Figure 1. Cell sizes after repair.
Drawn at 3 px/µm.
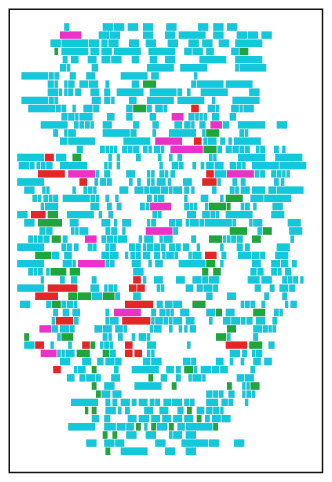
Figure 2. Track usage over the die.
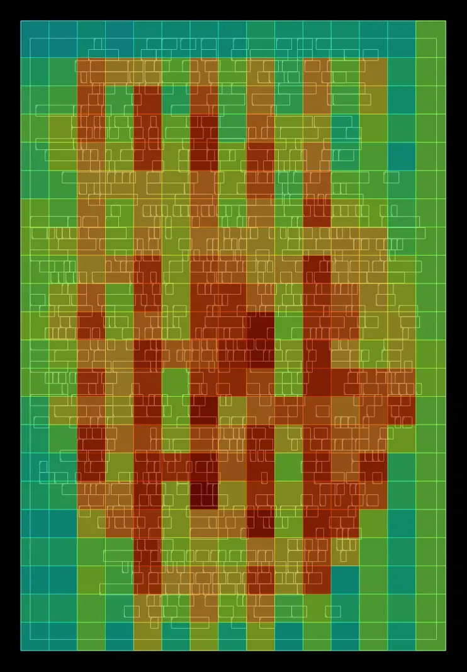
Figure 3. The metal 2 layer.
Drawn at 2 px/µm. Cells faint in the background.
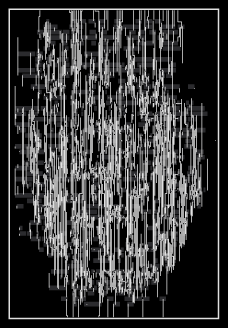
==> src/rtl/synth_pkg.sv <==
// Types and constants shared by the wavetable, voice RAM and mixer blocks.
package synth_pkg;

   localparam int unsigned SAMPLE_W    = 16;
   localparam int unsigned VOICE_IDX_W = 8;

   localparam logic [1:0] PS_READ    = 2'd0;
   localparam logic [1:0] PS_COMPUTE = 2'd1;
   localparam logic [1:0] PS_UPDATE  = 2'd2;

   typedef enum logic [0:0] {
      WAIT_SYNC = 1'b0,
      ACCUM     = 1'b1
   } mix_state_e;

endpackage

==> src/rtl/mix_saturate.sv <==
// Scales a signed frame sum by an arithmetic right shift and clamps it to 16 bits.
module mix_saturate
   import synth_pkg::*;
#(
   parameter int unsigned ACC_W = 24,
   parameter int unsigned SHIFT = 3
) (
   input  logic signed [ACC_W-1:0]    i_sum,
   output logic signed [SAMPLE_W-1:0] o_sat,
   output logic                       o_clip
);

   logic signed [ACC_W-1:0]      scaled;
   logic        [ACC_W-SAMPLE_W:0] hi_bits;

   assign scaled  = i_sum >>> SHIFT;
   assign hi_bits = scaled[ACC_W-1:SAMPLE_W-1];

   // In range only when every bit above the 16-bit sign bit matches it.
   always_comb begin
      o_clip = 1'b0;
      o_sat  = scaled[SAMPLE_W-1:0];
      if (!((&hi_bits) || (~|hi_bits))) begin
         o_clip = 1'b1;
         o_sat  = scaled[ACC_W-1] ? 16'sh8000 : 16'sh7fff;
      end
   end

endmodule

==> src/rtl/voice_mixer.sv <==
// Accumulates one gated sample per voice slot and hands each mixed frame to the
// DAC side over a valid/ready interface.
module voice_mixer
   import synth_pkg::*;
#(
   parameter int unsigned NUM_VOICES = 128,
   parameter int unsigned ACC_W      = 24,
   parameter int unsigned SHIFT      = 3
) (
   input  logic                   i_clk,
   input  logic                   i_reset,
   input  logic [SAMPLE_W-1:0]    i_sample,
   input  logic [VOICE_IDX_W-1:0] i_voice_index,
   input  logic [1:0]             i_pipeline_state,
   input  logic                   i_voice_active,
   input  logic                   i_mix_ready,
   output logic [SAMPLE_W-1:0]    o_mix,
   output logic                   o_mix_valid,
   output logic                   o_clip,
   output logic                   o_frame_done,
   output logic                   o_overrun,
   output logic                   o_seq_err
);

   localparam logic [VOICE_IDX_W-1:0] LAST_IDX = VOICE_IDX_W'(NUM_VOICES - 1);

   mix_state_e                state_q, state_d;
   logic signed [ACC_W-1:0]   acc_q, acc_d;
   logic [VOICE_IDX_W-1:0]    exp_q, exp_d;
   logic [SAMPLE_W-1:0]       mix_q, mix_d;
   logic                      valid_q, valid_d;
   logic                      clip_q, clip_d;
   logic                      done_q, done_d;
   logic                      overrun_q, overrun_d;
   logic                      seq_err_q, seq_err_d;

   logic                      capture_c;
   logic                      start_c;
   logic                      frame_end_c;
   logic signed [ACC_W-1:0]   contrib_c;
   logic signed [ACC_W-1:0]   sum_c;
   logic signed [SAMPLE_W-1:0] sat_mix_c;
   logic                      sat_clip_c;

   assign capture_c = (i_pipeline_state == PS_UPDATE);
   assign contrib_c = i_voice_active
                    ? {{(ACC_W-SAMPLE_W){i_sample[SAMPLE_W-1]}}, i_sample}
                    : '0;

   mix_saturate #(
      .ACC_W (ACC_W),
      .SHIFT (SHIFT)
   ) u_sat (
      .i_sum  (sum_c),
      .o_sat  (sat_mix_c),
      .o_clip (sat_clip_c)
   );

   // Frame sequencing: index tracking, accumulation and frame-end detection.
   always_comb begin
      state_d     = state_q;
      acc_d       = acc_q;
      exp_d       = exp_q;
      seq_err_d   = seq_err_q;
      sum_c       = contrib_c;
      start_c     = 1'b0;
      frame_end_c = 1'b0;
      if (capture_c) begin
         case (state_q)
            WAIT_SYNC: begin
               if (i_voice_index == '0) start_c = 1'b1;
            end
            ACCUM: begin
               if (i_voice_index == exp_q) begin
                  sum_c = acc_q + contrib_c;
                  acc_d = sum_c;
                  exp_d = exp_q + VOICE_IDX_W'(1);
                  if (i_voice_index == LAST_IDX) frame_end_c = 1'b1;
               end else begin
                  seq_err_d = 1'b1;
                  acc_d     = '0;
                  exp_d     = '0;
                  state_d   = WAIT_SYNC;
                  if (i_voice_index == '0) start_c = 1'b1;
               end
            end
            default: ;
         endcase
         if (start_c) begin
            acc_d   = contrib_c;
            exp_d   = VOICE_IDX_W'(1);
            state_d = ACCUM;
            if (i_voice_index == LAST_IDX) frame_end_c = 1'b1;
         end
         if (frame_end_c) begin
            acc_d = '0;
            exp_d = '0;
         end
      end
   end

   // Output register and handshake; a frame end always wins over a transfer.
   always_comb begin
      mix_d     = mix_q;
      clip_d    = clip_q;
      valid_d   = valid_q;
      overrun_d = overrun_q;
      done_d    = frame_end_c;
      if (valid_q && i_mix_ready) valid_d = 1'b0;
      if (frame_end_c) begin
         mix_d   = sat_mix_c;
         clip_d  = sat_clip_c;
         valid_d = 1'b1;
         if (valid_q && !i_mix_ready) overrun_d = 1'b1;
      end
   end

   always_ff @(posedge i_clk or posedge i_reset) begin
      if (i_reset) begin
         state_q   <= WAIT_SYNC;
         acc_q     <= '0;
         exp_q     <= '0;
         mix_q     <= '0;
         valid_q   <= 1'b0;
         clip_q    <= 1'b0;
         done_q    <= 1'b0;
         overrun_q <= 1'b0;
         seq_err_q <= 1'b0;
      end else begin
         state_q   <= state_d;
         acc_q     <= acc_d;
         exp_q     <= exp_d;
         mix_q     <= mix_d;
         valid_q   <= valid_d;
         clip_q    <= clip_d;
         done_q    <= done_d;
         overrun_q <= overrun_d;
         seq_err_q <= seq_err_d;
      end
   end

   assign o_mix        = mix_q;
   assign o_mix_valid  = valid_q;
   assign o_clip       = clip_q;
   assign o_frame_done = done_q;
   assign o_overrun    = overrun_q;
   assign o_seq_err    = seq_err_q;

endmodule
==> config.mk <==
export PLATFORM = sky130hd
export DESIGN_NAME = voice_mixer
export DESIGN_NICKNAME = d
export VERILOG_FILES = /design/src/rtl/synth_pkg.sv /design/src/rtl/mix_saturate.sv /design/src/rtl/voice_mixer.sv
export SDC_FILE = /design/constraint.sdc
export NUM_CORES = 1
export LEC_CHECK = 0
export CAP_MARGIN = 20
export CORE_ASPECT_RATIO = 1.5
export CORE_MARGIN = 2
export CORE_UTILIZATION = 35
export DETAILED_ROUTE_END_ITERATION = 6
export GPL_TIMING_DRIVEN = 0
export PLACE_DENSITY = 0.57
export SYNTH_ARGS = -nofsm -noshare
export SYNTH_HDL_FRONTEND = slang
export SYNTH_SLANG_ARGS = --single-unit
==> constraint.sdc <==
create_clock -name i_clk -period 4.04 [get_ports i_clk]
set_input_delay 0.404 -clock i_clk [delete_from_list [all_inputs] [get_ports i_clk]]
set_output_delay 0.404 -clock i_clk [all_outputs]
set_load 0.05 [all_outputs]
==> out/metrics.cfg <==
[setup_path]
timing.critical_path.slowest_stage_cell=clkdlybuf4s50_1
timing.rr.start=acc_q[5]
end_point_of_the_critical_path=o_mix[6]
startpoint=i_sample[15]
cp.buffers_inverters=4
critPathRequiredTime_ns=4.24
max_stage_delay_ns=0.48
reg2reg_to=acc_q[13]
critical_path_cell_by_cell=clkdlybuf4s50_1 -> nand2_1 -> inv_2 -> ha_1 -> clkbuf_1 -> and3_1 -> o21ai_1 -> o211ai_1 -> o31ai_2 -> xnor2_1 -> a2111o_1 -> o211ai_2 -> buf_4 -> a31oi_1 -> o21a_1
type_of_element_capturing_the_critical_path=register

[layout]
final_cell_count_no_fill=953
layout_top_cell=nand2_1
drive_above_1_share_pct=12.55

[flow_run]
stage_log_warnings=26

[sta]
clock-skew-final_ns=0.01409
achievable-frequency_mhz=260.9
slew_violations=0
final-setup-viol-count=0
period_used_pct=94.86
pin_slew_with_the_least_headroom_to_its_limit_ns=0.9200

[route]
met2_wirelength_um=10060
remaining_antenna_violation_count_after_routing=0
detail_route.iter0.violations=475
drtPass1Iterations=6
drc=0
topRoutingLayerUsed=met4

[synthesis]
synth_seq_share_pct=25.78
synth-simple-area-share_pct=24.99
synthesis.instances=693
synthesized_nets=736
top_area_cell=dfrtp_1
most_common_cell=nand2_1
synth_flop_count=54
yosys.stat.chipArea_um2=5243
top_area_share_pct=25.78

[global_routing]
grt_first_pass_wirelength_um=30880
grt_start_max_net_pins=34

[clock_tree]
cts-hold-fix-buffers=0
cts_made_buffers=5
clk_pin_slew_ns=0.08
clock_tree_from_tritoncts=done
cts_repair_resize_count=33
clk-insertion-delay-late_ns=0.32
cts_root_buffer=clkbuf_16

[worst_hold_path]
hp-class=primary input to asynchronous set/reset pin

[outcome]
outcome=finished, final reports clean

[place]
post-place-cells=939
pre_cts_slack_ns=-1.448
io_buffer_count=49

[power_and_ir_drop]
vdd_drop_max_uv=202.5

[die]
placeableCoreArea_um2=14590
design.portCount=51

## Picture notes: Figure 1
| color | size | cells |
|---|---|---|
| magenta | drive 6 and up | 14 |
| red | drive 3 to 4 | 24 |
| cyan | drive 1 or less | 662 |
| green | drive 2 | 57 |
final cell area excluding filler cells: 6474 µm²
setup slack of the critical path after layout: 0.2076 ns

## Picture notes: Figure 2
grt met2 use: 45.74%
GRT met3 Usage: 3.306%
core utilization of the finished layout: 44.36%
met1 demand-to-capacity share in global routing: 26.59%
total routing usage reported by global routing: 24.11%

## Picture notes: Figure 3
nets with wire on the layer: 695
share of all routed wire: 53%
detailed-route wire length: 18970 µm
detailed-route via count: 5694

==> cell type report <==
class	instances	area, µm²
clock buffers	5	125.1
multi-input cells	566	3767
inverters	22	82.58
clock inverters	3	48.80
fillers	1528	8120
well taps	196	245.2
repair buffers	61	588.1
flip-flops and latches	54	1351
plain buffers	46	265.3
==> registers in the layout, summed over array words and instances, names as in the netlist <==
name          cells
o_mix            16
state_q           1
o_clip            1
o_seq_err         1
exp_q             8
o_mix_valid       1
o_frame_done      1
o_overrun         1
acc_q            24
==> report_power, final <==
part	internal, µW	switching [µW]
registers	542	1.90
clock network	298	238
logic	80.3	122
==> worst register-to-register path: cells and delay by family (launching register included) <==
family | cells | cell delay (ns)
buf+inv | 2 | 0.56
compound gates | 7 | 2.03
xor+xnor | 1 | 0.28
flops | 1 | 0.33
simple gates | 1 | 0.17
